port_nets.png
Scale: 2 px per µm.
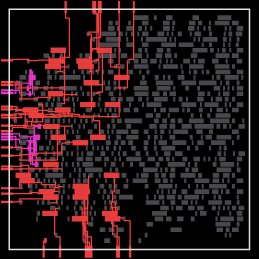
final_placement.png
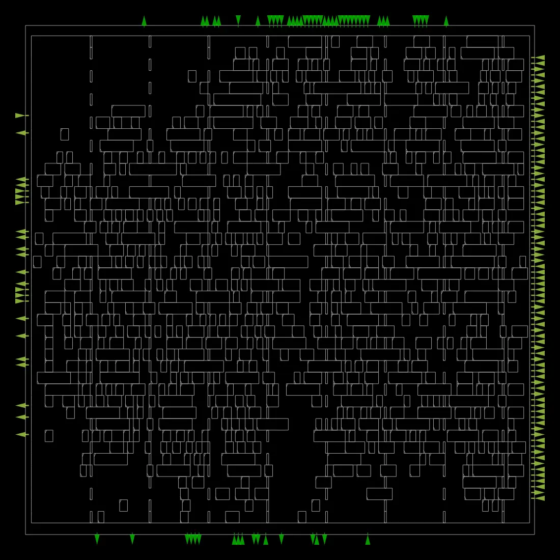
cell_classes.png
Scale: 3 px per µm.
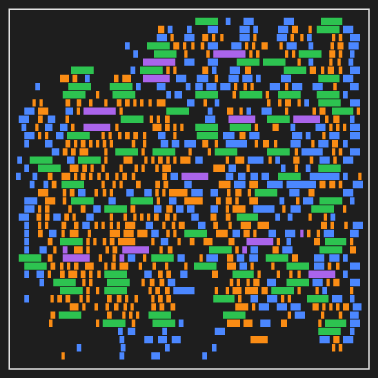
File: config.mk
export PLATFORM = sky130hd
export DESIGN_NAME = rf_write_arbiter
export DESIGN_NICKNAME = d
export VERILOG_FILES = /design/src/rtl/rf_arb_pkg.sv /design/src/rtl/rf_scoreboard.sv /design/src/rtl/rf_write_arbiter.sv
export SDC_FILE = /design/constraint.sdc
export NUM_CORES = 1
export LEC_CHECK = 0
export ABC_AREA = 1
export CAP_MARGIN = 20
export CELL_PAD_IN_SITES_DETAIL_PLACEMENT = 1
export CELL_PAD_IN_SITES_GLOBAL_PLACEMENT = 1
export CORE_UTILIZATION = 25
export DETAILED_ROUTE_END_ITERATION = 7
export PLACE_DENSITY_LB_ADDON = 0.25
export SYNTH_ARGS = -nofsm -noshare
export SYNTH_HDL_FRONTEND = slang
export SYNTH_SLANG_ARGS = --single-unit
export TNS_END_PERCENT = 20
File: constraint.sdc
create_clock -name clk -period 1.1 [get_ports clk]
set_input_delay 0.22 -clock clk [delete_from_list [all_inputs] [get_ports clk]]
set_output_delay 0.22 -clock clk [all_outputs]
set_load 0.005 [all_outputs]
File: src/rtl/rf_arb_pkg.sv
// Shared types and constants for the register-file write arbiter slice.
// Imported by rf_write_arbiter and rf_scoreboard.
package rf_arb_pkg;

   localparam int unsigned XLEN             = 32;
   localparam int unsigned REG_AW           = 5;
   localparam int unsigned NUM_REGS         = 1 << REG_AW;
   localparam int unsigned STARVE_LIMIT_DEF = 4;

   typedef enum logic {
      PRIO_WB = 1'b0,
      PRIO_LU = 1'b1
   } arb_state_e;

   function automatic logic [NUM_REGS-1:0] addr_onehot(input logic [REG_AW-1:0] addr);
      logic [NUM_REGS-1:0] vec;
      vec       = '0;
      vec[addr] = 1'b1;
      return vec;
   endfunction

endpackage

File: src/rtl/rf_scoreboard.sv
// Pending-write tracking for long-latency destinations, plus a sticky error
// flag raised when an LU completion targets a register that was not pending.
module rf_scoreboard
   import rf_arb_pkg::*;
(
   input  logic                clk,
   input  logic                rst,
   input  logic                set,
   input  logic [REG_AW-1:0]   set_addr,
   input  logic                clr,
   input  logic [REG_AW-1:0]   clr_addr,
   output logic [NUM_REGS-1:0] busy_mask,
   output logic                err
);

   logic [NUM_REGS-1:0] set_vec;
   logic [NUM_REGS-1:0] clr_vec;
   logic [NUM_REGS-1:0] busy_nxt;
   logic                orphan;

   // Set is applied after clear so a same-cycle reissue keeps the bit pending.
   always_comb begin
      set_vec     = set ? addr_onehot(set_addr) : '0;
      clr_vec     = clr ? addr_onehot(clr_addr) : '0;
      busy_nxt    = (busy_mask & ~clr_vec) | set_vec;
      busy_nxt[0] = 1'b0;
   end

   assign orphan = clr && (clr_addr != '0) && !busy_mask[clr_addr];

   always_ff @(posedge clk) begin
      if (rst) begin
         busy_mask <= '0;
         err       <= 1'b0;
      end else begin
         busy_mask <= busy_nxt;
         if (orphan) begin
            err <= 1'b1;
         end
      end
   end

endmodule

File: src/rtl/rf_write_arbiter.sv
// Arbitrates the single register-file write port between pipeline write-back
// and a long-latency unit, with starvation-driven priority swap to the LU.
module rf_write_arbiter
   import rf_arb_pkg::*;
#(
   parameter int unsigned STARVE_LIMIT = STARVE_LIMIT_DEF
) (
   input  logic                clk,
   input  logic                rst,
   input  logic                wb_valid,
   output logic                wb_ready,
   input  logic [REG_AW-1:0]   wb_addr,
   input  logic [XLEN-1:0]     wb_data,
   input  logic                lu_valid,
   output logic                lu_ready,
   input  logic [REG_AW-1:0]   lu_addr,
   input  logic [XLEN-1:0]     lu_data,
   input  logic                issue_valid,
   input  logic [REG_AW-1:0]   issue_addr,
   output logic                reg_write,
   output logic [REG_AW-1:0]   write_addr,
   output logic [XLEN-1:0]     write_data,
   output logic [NUM_REGS-1:0] busy_mask,
   output logic                err
);

   localparam int unsigned CW = (STARVE_LIMIT < 1) ? 1 : $clog2(STARVE_LIMIT + 1);
   localparam logic [CW-1:0] LIMIT = CW'(STARVE_LIMIT);

   arb_state_e    state;
   logic [CW-1:0] lu_wait;
   logic [CW-1:0] lu_wait_nxt;
   logic          wb_hs;
   logic          lu_hs;

   always_comb begin
      wb_ready = 1'b0;
      lu_ready = 1'b0;
      if (!rst) begin
         case (state)
            PRIO_WB: begin
               wb_ready = wb_valid;
               lu_ready = lu_valid && !wb_valid;
            end
            PRIO_LU: begin
               lu_ready = lu_valid;
               wb_ready = wb_valid && !lu_valid;
            end
            default: begin
               wb_ready = 1'b0;
               lu_ready = 1'b0;
            end
         endcase
      end
   end

   assign wb_hs = wb_valid && wb_ready;
   assign lu_hs = lu_valid && lu_ready;

   always_comb begin
      lu_wait_nxt = lu_wait;
      if (!lu_valid || lu_hs) begin
         lu_wait_nxt = '0;
      end else if (lu_wait != LIMIT) begin
         lu_wait_nxt = lu_wait + CW'(1);
      end
   end

   // Swap keys off the counter's next value so the LU wins right after the
   // STARVE_LIMIT-th lost cycle rather than one cycle later.
   always_ff @(posedge clk) begin
      if (rst) begin
         state   <= PRIO_WB;
         lu_wait <= '0;
      end else begin
         lu_wait <= lu_wait_nxt;
         case (state)
            PRIO_WB: if (lu_wait_nxt == LIMIT) state <= PRIO_LU;
            PRIO_LU: if (lu_hs) state <= PRIO_WB;
            default: state <= PRIO_WB;
         endcase
      end
   end

   always_ff @(posedge clk) begin
      if (rst) begin
         reg_write  <= 1'b0;
         write_addr <= '0;
         write_data <= '0;
      end else begin
         reg_write <= 1'b0;
         if (wb_hs) begin
            reg_write  <= (wb_addr != '0);
            write_addr <= wb_addr;
            write_data <= wb_data;
         end else if (lu_hs) begin
            reg_write  <= (lu_addr != '0);
            write_addr <= lu_addr;
            write_data <= lu_data;
         end
      end
   end

   rf_scoreboard u_scoreboard (
      .clk       (clk),
      .rst       (rst),
      .set       (issue_valid),
      .set_addr  (issue_addr),
      .clr       (lu_hs),
      .clr_addr  (lu_addr),
      .busy_mask (busy_mask),
      .err       (err)
   );

   a_single_grant: assert property (@(posedge clk) !(wb_ready && lu_ready));
   a_ready_needs_valid: assert property (@(posedge clk)
      (!wb_ready || wb_valid) && (!lu_ready || lu_valid));

endmodule

==> out/results.ini <==
[pwr]
leakagePower_nw = 2.595
switchingPower_mw = 1.829

[final_timing]
timing.hold.ws_ns = 0.3559
setup_slack_ns = -0.2176
setup_viol = 77

[status]
status = complete, but fails checks
violations = negative setup slack

[finish]
seqCellArea_um2 = 1560
nNonClkBuffers = 224
diodes = 0
logic_area_um2 = 1869
top_register = write_data

[clock_network]
cts_tree = built

[critical_path]
path_depth = 10
crit_required_ns = 1.29
slowest_delay_ns = 0.34

[placement]
gp_congestion = 0.8034
hpwlAfterDp_mm = 10.65

[logic_synthesis]
synth_cell_types = 29
synth-async-reset-ratio = 0
synth_top_flop_cell = dfxtp_1

About port_nets.png:
| port | colour | direction | edge | end cells | buffers | wire |
|---|---|---|---|---|---|---|
| busy_mask | red | output | 16 west, 9 south, 7 north | 32 | 31 | 1240 µm |
| issue_addr | magenta | input | west | 15 | 5 | 140 µm |
# IOs: 157
IO Port Bufs: 155

About final_placement.png:
Filler cells: 1692
Non-Filler Instances: 894
# Taps: 176
sequential share of cell area: 0.2619
core box area: 13350 µm²

About cell_classes.png:
| class | colour | cells | share of their area |
|---|---|---|---|
| all other logic | orange | 404 | 35% |
| clock drivers and dummy loads | purple | 16 | 5.8% |
| other buffers and delay cells | blue | 224 | 32% |
| flops | green | 74 | 27% |

